`config.mk`:
```
export PLATFORM = sky130hd
export DESIGN_NAME = muldiv_unit_flat
export DESIGN_NICKNAME = d
export VERILOG_FILES = /design/src/rtl/muldiv_unit_if.sv /design/src/rtl/muldiv_unit.sv /design/src/flat_wrapper.sv
export SDC_FILE = /design/constraint.sdc
export NUM_CORES = 1
export LEC_CHECK = 0
export ABC_AREA = 1
export CORE_MARGIN = 1
export CORE_UTILIZATION = 42
export CTS_BUF_LIST = sky130_fd_sc_hd__clkbuf_8
export DETAILED_ROUTE_END_ITERATION = 7
export PLACE_DENSITY = 0.7
export SYNTH_ARGS = -nofsm -noshare
export SYNTH_HDL_FRONTEND = slang
export SYNTH_SLANG_ARGS = --single-unit
```
`constraint.sdc`:
```
create_clock -name clk -period 10.5 [get_ports clk]
set_input_delay 2.625 -clock clk [delete_from_list [all_inputs] [get_ports clk]]
set_output_delay 2.625 -clock clk [all_outputs]
set_load 0.02 [all_outputs]
```
`src/rtl/muldiv_unit_if.sv`:
```
// Execute-stage mult/div request, HI/LO write port and result/status bundle.
interface muldiv_unit_if #(parameter int WIDTH = 32);
    logic             start_e;
    logic [1:0]       op_e;
    logic [WIDTH-1:0] src_a_e;
    logic [WIDTH-1:0] src_b_e;
    logic             flush_e;
    logic             hilo_access_d;
    logic             hi_we;
    logic             lo_we;
    logic [WIDTH-1:0] hilo_wdata;
    logic [WIDTH-1:0] hi;
    logic [WIDTH-1:0] lo;
    logic             busy;
    logic             done;
    logic             stall_req;

    modport master (
        output start_e, op_e, src_a_e, src_b_e, flush_e, hilo_access_d,
               hi_we, lo_we, hilo_wdata,
        input  hi, lo, busy, done, stall_req
    );

    modport slave (
        input  start_e, op_e, src_a_e, src_b_e, flush_e, hilo_access_d,
               hi_we, lo_we, hilo_wdata,
        output hi, lo, busy, done, stall_req
    );
endinterface

```
`src/rtl/muldiv_unit.sv`:
```
// Iterative MULT/MULTU/DIV/DIVU unit owning the architectural HI/LO registers.
// Latency: accept edge + 32 RUN edges; HI/LO and a one-cycle done land on the 32nd RUN edge.
// Backpressure: no new op while busy; stall_req holds Decode HI/LO consumers until done.
module muldiv_unit #(
    parameter int WIDTH = 32
) (
    input  logic       clk,
    input  logic       rst_n,
    muldiv_unit_if.slave mif
);
    localparam logic [5:0] LAST = 6'(WIDTH - 1);

    typedef enum logic {IDLE, RUN} state_t;

    state_t             state;
    logic [5:0]         cnt;
    logic               is_div;
    logic               neg_q;
    logic               neg_r;
    logic               div_zero;
    logic [WIDTH-1:0]   opnd;
    logic [WIDTH-1:0]   work_hi;
    logic [WIDTH-1:0]   work_lo;
    logic [WIDTH-1:0]   hi_q;
    logic [WIDTH-1:0]   lo_q;
    logic               busy_q;
    logic               done_q;

    logic               accept;
    logic               sgn;
    logic               a_neg;
    logic               b_neg;
    logic [WIDTH-1:0]   a_mag;
    logic [WIDTH-1:0]   b_mag;

    assign accept = mif.start_e & ~mif.flush_e & (state == IDLE);
    assign sgn    = ~mif.op_e[0];
    assign a_neg  = sgn & mif.src_a_e[WIDTH-1];
    assign b_neg  = sgn & mif.src_b_e[WIDTH-1];
    assign a_mag  = a_neg ? -mif.src_a_e : mif.src_a_e;
    assign b_mag  = b_neg ? -mif.src_b_e : mif.src_b_e;

    // Multiply: work_hi:work_lo is the product register, multiplier shifts out of work_lo.
    logic [WIDTH:0]     mul_sum;
    logic [WIDTH-1:0]   mul_hi_nxt;
    logic [WIDTH-1:0]   mul_lo_nxt;

    assign mul_sum    = {1'b0, work_hi} + {1'b0, (work_lo[0] ? opnd : {WIDTH{1'b0}})};
    assign mul_hi_nxt = mul_sum[WIDTH:1];
    assign mul_lo_nxt = {mul_sum[0], work_lo[WIDTH-1:1]};

    // Divide: work_hi is the partial remainder, dividend bits shift out of work_lo as quotient bits shift in.
    logic [WIDTH:0]     shifted;
    logic [WIDTH:0]     diff;
    logic               take;
    logic [WIDTH-1:0]   div_hi_nxt;
    logic [WIDTH-1:0]   div_lo_nxt;

    assign shifted    = {work_hi, work_lo[WIDTH-1]};
    assign diff       = shifted - {1'b0, opnd};
    assign take       = ~diff[WIDTH];
    assign div_hi_nxt = take ? diff[WIDTH-1:0] : shifted[WIDTH-1:0];
    assign div_lo_nxt = {work_lo[WIDTH-2:0], take};

    logic [WIDTH-1:0]   step_hi;
    logic [WIDTH-1:0]   step_lo;
    logic [2*WIDTH-1:0] product;
    logic [2*WIDTH-1:0] prod_fix;
    logic [WIDTH-1:0]   q_fix;
    logic [WIDTH-1:0]   r_fix;
    logic [WIDTH-1:0]   res_hi;
    logic [WIDTH-1:0]   res_lo;

    assign step_hi  = is_div ? div_hi_nxt : mul_hi_nxt;
    assign step_lo  = is_div ? div_lo_nxt : mul_lo_nxt;
    assign product  = {step_hi, step_lo};
    assign prod_fix = neg_q ? -product : product;
    // Zero divisor: the remainder path already reproduces the dividend, only LO is forced.
    assign q_fix    = div_zero ? {WIDTH{1'b1}} : (neg_q ? -step_lo : step_lo);
    assign r_fix    = neg_r ? -step_hi : step_hi;
    assign res_hi   = is_div ? r_fix : prod_fix[2*WIDTH-1:WIDTH];
    assign res_lo   = is_div ? q_fix : prod_fix[WIDTH-1:0];

    always_ff @(posedge clk or negedge rst_n) begin
        if (!rst_n) begin
            state    <= IDLE;
            cnt      <= '0;
            is_div   <= 1'b0;
            neg_q    <= 1'b0;
            neg_r    <= 1'b0;
            div_zero <= 1'b0;
            opnd     <= '0;
            work_hi  <= '0;
            work_lo  <= '0;
            hi_q     <= '0;
            lo_q     <= '0;
            busy_q   <= 1'b0;
            done_q   <= 1'b0;
        end else begin
            done_q <= 1'b0;
            case (state)
                IDLE: begin
                    if (accept) begin
                        state    <= RUN;
                        busy_q   <= 1'b1;
                        cnt      <= '0;
                        is_div   <= mif.op_e[1];
                        neg_q    <= a_neg ^ b_neg;
                        work_hi  <= '0;
                        if (mif.op_e[1]) begin
                            opnd     <= b_mag;
                            work_lo  <= a_mag;
                            neg_r    <= a_neg;
                            div_zero <= (mif.src_b_e == '0);
                        end else begin
                            opnd     <= a_mag;
                            work_lo  <= b_mag;
                            neg_r    <= 1'b0;
                            div_zero <= 1'b0;
                        end
                    end else begin
                        if (mif.hi_we) hi_q <= mif.hilo_wdata;
                        if (mif.lo_we) lo_q <= mif.hilo_wdata;
                    end
                end
                RUN: begin
                    work_hi <= step_hi;
                    work_lo <= step_lo;
                    cnt     <= cnt + 6'd1;
                    if (cnt == LAST) begin
                        hi_q   <= res_hi;
                        lo_q   <= res_lo;
                        state  <= IDLE;
                        busy_q <= 1'b0;
                        done_q <= 1'b1;
                        cnt    <= '0;
                    end
                end
                default: state <= IDLE;
            endcase
        end
    end

    assign mif.hi        = hi_q;
    assign mif.lo        = lo_q;
    assign mif.busy      = busy_q;
    assign mif.done      = done_q;
    assign mif.stall_req = mif.hilo_access_d & (busy_q | accept);
endmodule
```
`src/flat_wrapper.sv`:
```
// flat-port wrapper written by rule: the top's interface ports become plain ports
module muldiv_unit_flat 
#(
    parameter int WIDTH = 32
)
  (clk, rst_n, mif_start_e, mif_op_e, mif_src_a_e, mif_src_b_e, mif_flush_e, mif_hilo_access_d, mif_hi_we, mif_lo_we, mif_hilo_wdata, mif_hi, mif_lo, mif_busy, mif_done, mif_stall_req);
  muldiv_unit_if #(.WIDTH(WIDTH)) mif_i ();
  input  logic clk;
  input  logic rst_n;
  input wire logic [$bits(mif_i.start_e)-1:0] mif_start_e;
  input wire logic [$bits(mif_i.op_e)-1:0] mif_op_e;
  input wire logic [$bits(mif_i.src_a_e)-1:0] mif_src_a_e;
  input wire logic [$bits(mif_i.src_b_e)-1:0] mif_src_b_e;
  input wire logic [$bits(mif_i.flush_e)-1:0] mif_flush_e;
  input wire logic [$bits(mif_i.hilo_access_d)-1:0] mif_hilo_access_d;
  input wire logic [$bits(mif_i.hi_we)-1:0] mif_hi_we;
  input wire logic [$bits(mif_i.lo_we)-1:0] mif_lo_we;
  input wire logic [$bits(mif_i.hilo_wdata)-1:0] mif_hilo_wdata;
  output wire logic [$bits(mif_i.hi)-1:0] mif_hi;
  output wire logic [$bits(mif_i.lo)-1:0] mif_lo;
  output wire logic [$bits(mif_i.busy)-1:0] mif_busy;
  output wire logic [$bits(mif_i.done)-1:0] mif_done;
  output wire logic [$bits(mif_i.stall_req)-1:0] mif_stall_req;
  assign mif_i.start_e = mif_start_e;
  assign mif_i.op_e = mif_op_e;
  assign mif_i.src_a_e = mif_src_a_e;
  assign mif_i.src_b_e = mif_src_b_e;
  assign mif_i.flush_e = mif_flush_e;
  assign mif_i.hilo_access_d = mif_hilo_access_d;
  assign mif_i.hi_we = mif_hi_we;
  assign mif_i.lo_we = mif_lo_we;
  assign mif_i.hilo_wdata = mif_hilo_wdata;
  assign mif_hi = mif_i.hi;
  assign mif_lo = mif_i.lo;
  assign mif_busy = mif_i.busy;
  assign mif_done = mif_i.done;
  assign mif_stall_req = mif_i.stall_req;
  muldiv_unit #(.WIDTH(WIDTH)) u_core (.clk(clk), .rst_n(rst_n), .mif(mif_i));
endmodule
```
==> run notes <==
Implementation results are summarized by area below.

Outcome
The flow ran to the end, and the final reports show no timing, DRC or antenna violations.

Floorplanning
The chip area is 43600 sq um. The report lists the number of standard-cell rows as 75. For this design the top-level I/O count stands at 172. The overall die height is 209 um. The x dimension of the die is 209 um.

Across the placement rows, the number of tap cells is 539. The core area is 42000 sq um.

Layout
The register fraction of the total cell area is 21.2%. The layout has 4419 filler cells. The sequential cells in the finished layout cover a total of 4340 sq um.

The layout stage reports a final design area of 20400 sq um. Once layout is complete, the cells apart from fillers number 3599. The portion of the layout cell area used by clock cells is 1.88%. Counting the clock-network buffers in the layout gives 18.

The net total in the final layout is 3224. The final antenna diode count is 0. Compared with the post-synthesis result, the final layout area differs by 13.8%. Multi-input logic gates represent a cell area share of 56.8%.

Among logic cells in the layout, the one with the most instances is sky130_fd_sc_hd__nand2_1. The area taken by multi-input combinational cells is reported as 11600 sq um. Per the cell usage report, the commonest logic cells after layout are sky130_fd_sc_hd__nand2_1, sky130_fd_sc_hd__inv_1, sky130_fd_sc_hd__nor2_1. Leaving out the clock tree, the finished layout contains an inverter count of 416. The number of logic gates is 2248.

Synth
The synthesized netlist has a Yosys-reported chip area of 17900 sq um. The post-synthesis mux area share is 0.0558%. The number of cell instances after yosys synthesis is 2936. The area fraction in and, or, nand and nor cells is 38.8%. The number of synthesized register bits is 173. Per Yosys stat, the portion of area used by sequential elements is 24.1%. The most frequent cell after synthesis is sky130_fd_sc_hd__nand2_1.

The number of distinct standard cells referenced by the synthesized netlist is 64. Per the synthesis report, the XOR/XNOR share of the synthesized area is 4.34%. In the post-synthesis netlist, the biggest area contributors are sky130_fd_sc_hd__dfrtp_1, sky130_fd_sc_hd__nand2_1, sky130_fd_sc_hd__inv_1.

The mean cell area of the mapped netlist is 6.11 sq um. After Yosys synthesis, full adders, half adders and majority gates account for 5.03% of the synthesized area. The fraction of registers with async set/reset is 100%.

For this run, the number of Yosys warnings is 0. The summed instance area of the synthesized netlist is 17900 sq um. Among all flip-flop cells after synthesis, the most frequent one is sky130_fd_sc_hd__dfrtp_1.

The cell taking the most area after synthesis is sky130_fd_sc_hd__dfrtp_1. For reference, compound AND-OR and OR-AND cells occupy 16.4% of the area reported after synthesis. The commonest cells after synthesis are sky130_fd_sc_hd__nand2_1, sky130_fd_sc_hd__inv_1, sky130_fd_sc_hd__nor2_1. The number of enable-type register cells in the synthesized netlist is 0. The number of cells produced by synthesis is 2936. Summed over its instances, the top area cell type makes up 24.1% of the synthesized netlist area.

Timing
Setup repair after global routing left no endpoint under its margin. The tightest hold path in the finished design has a slack of 0.491 ns. The clock arrives with 0.0225 ns of skew. The portion of the clock cycle consumed by the worst path in the final layout is 63.1%.

Setup slack on the critical path of the routed design comes to 3.87 ns. The final setup violation count is 0. The final number of hold-violating endpoints is 0. Measured against its own limit, the worst slew margin works out to 20.7%. The highest clock rate this design can be run at is 151 MHz.

After layout, the minimum clock period comes to 6.63 ns.

Worst setup path
The data required time reported for the critical path is 7.88 ns. According to the timing report, the critical path is launched from mif_flush_e. The signal on the critical path passes through clkdlybuf4s50_1, inv_1, nand2_1, nor2_1, o21a_1, clkdlybuf4s50_1. The cell depth of the worst setup path is 6.

The buffer and inverter count on the worst path is 3. STA classifies the critical path endpoint as an output pin. Counting stages on the worst path, the most repeated cell is sky130_fd_sc_hd__clkdlybuf4s50_1.

STA lists the endpoint of the worst register-to-register path as u_core.mif.hi[20]. The worst-path maximum fanout is 3. For the worst flop-to-flop path, the logic depth is 31. The delay of the slowest critical-path stage is 0.59 ns. The worst register-to-register path begins at u_core.opnd[0]. The cell family contributing the most delay on the critical path is buffers and inverters. STA classifies the critical path startpoint as an input port.

The capture point of the critical path was reported as mif_stall_req. The critical path is of the input port to output pin type. In this run the register-to-register setup slack is 5.16 ns. The timing report shows that the slowest cell on the worst path is sky130_fd_sc_hd__clkdlybuf4s50_1.

Placement
Logged for this run, the post-placement worst setup slack is 3.88 ns. Routability-driven placement finished with a final weighted congestion of 1.03. The detailed placement HPWL is 61900 um. After detailed placement, the design holds a cell count of 3568. In this run the cell area measured after placement is 20000 sq um. The count of buffers added on input and output ports is 171.

Power and ir drop
The proportion of power drawn by flip-flops and latches is 17.9%. The clock network power is 0.497 mW. In this run the power spent charging and discharging nets is 3.19 mW. Power spread over the standard cell area amounts to 261 nW/um^2.

Summed over all sequential cells, the power is 0.954 mW. The group drawing the most power is combinational logic. The total leakage power is 10.5 nW. In this run, the combinational gates consume 72.8% of the power. The total power of the final layout is 5.33 mW. The combinational power reported by the tool is 3.88 mW. The switching fraction of total power is 59.9%. The clock network is responsible for 9.3% of the overall power.

Hold path
The number of cells traversed by the worst hold path is 1. The worst min-delay path endpoint is u_core.cnt[4]. The hold path startpoint is u_core.cnt[4].

Global route
The number of antenna violations at the first check in global routing is 2. Recorded from the global router log, the overflow total was 0. Entering global routing, the biggest net connects 75 pins.

The global-route wire length before repair is 116000 um. Global routing consumed, on the met1 layer, 44.9% of the routing resources.

Drt
Per the log, the first TritonRoute iteration ended with a DRC count of 2251. For this sky-water flow run, the detailed-routed wirelength per cell is reported as 21.3 um. Summed over all nets, wire length on met2 after detailed routing comes to 35400 um. The first detailed-routing pass took 6 iterations.

Per the detail_route log, the uppermost layer with routed signals is met5. Per the detail_route log, met3 wirelength is 5840 um. The remaining antenna violation count after routing is 0. The final route contains 20576 vias. Wires add up to 76700 um. The DRC violation total left in the routed layout is recorded as 0. In the per-layer breakdown of the detailed-route log, met1 shows 31300 um.

Clock tree
The number of cells upsized or downsized after cts is 0. The clock tree from TritonCTS is built. The longest clock path from root to sink contains 2 buffers. The total clock buffers created by CTS is 17. Clock-pin slew was measured on the worst setup and hold paths at 0.11 ns. In this run, post-CTS hold repair placed 0 buffers. The H-tree was split into 4 levels.

Run
Max-cap violations in this run came to 0. The number of warnings in the stage logs is 26.
met1.png
The bar under the picture is 50 um long.
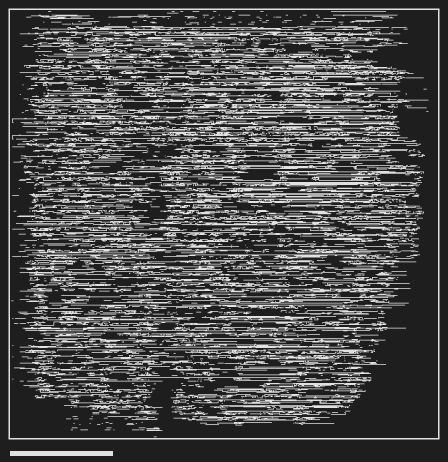
longest straight run: 86.5 um
wire length on this layer: 31.3 mm
main direction: horizontal
share of all routed wire: 41%
nets with wire on the layer: 3046

final_congestion.png
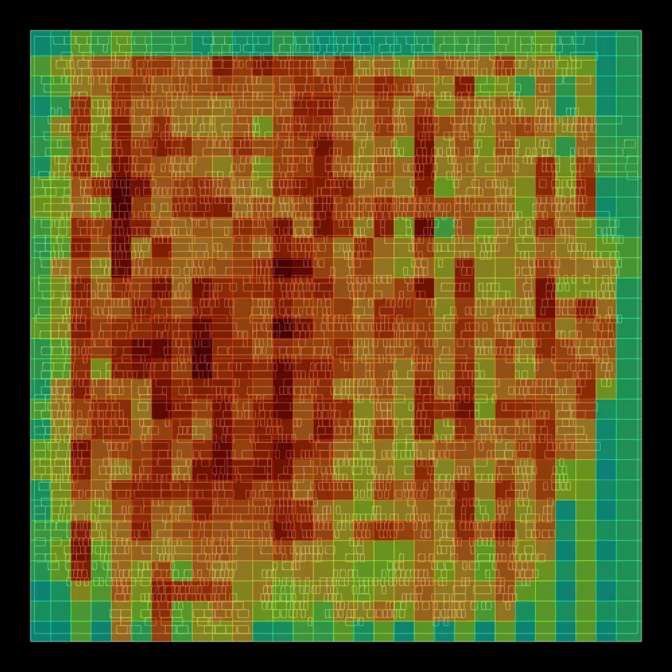
core utilization of the finished layout: 48.6%
met3 usage: 5.83%
busiest layer in global routing: met2
met2 Track Usage GR: 57.1%
GRT Overall Usage: 35.2%

met2.png
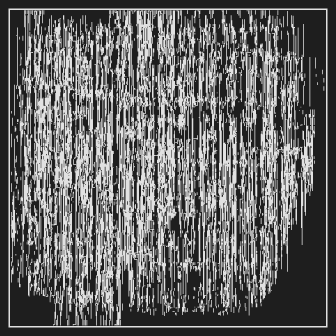
nets with wire on the layer: 2642
wire length on this layer: 35.4 mm
share of all routed wire: 46%
main direction: vertical
longest straight run: 78.5 um

density.png
The bar under the picture is 50 um long. The die is cut into 21 by 21 equal tiles; black is low, pale yellow is high, 0 to 100% covered.
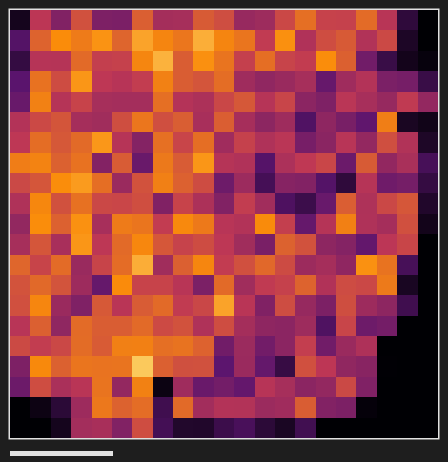
tiles over 75% full: 4.3%
emptiest ninth of the die: south-east
nearly empty tiles: 6.8%

wire_density.png
The bar under the picture is 50 um long. The die is cut into 21 by 21 equal tiles; black is low, pale yellow is high, scaled to the fullest tile. Values are wire area over tile area, all layers added.
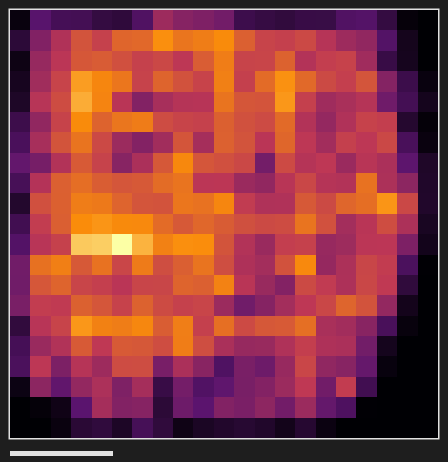
fullest tile: 0.69
tiles over half the peak: 45%
mean over tiles: 0.30
emptiest ninth of the die: south-east
nearly empty tiles: 6.6%

No activity file was given, so power comes from the tool's default toggle rates.
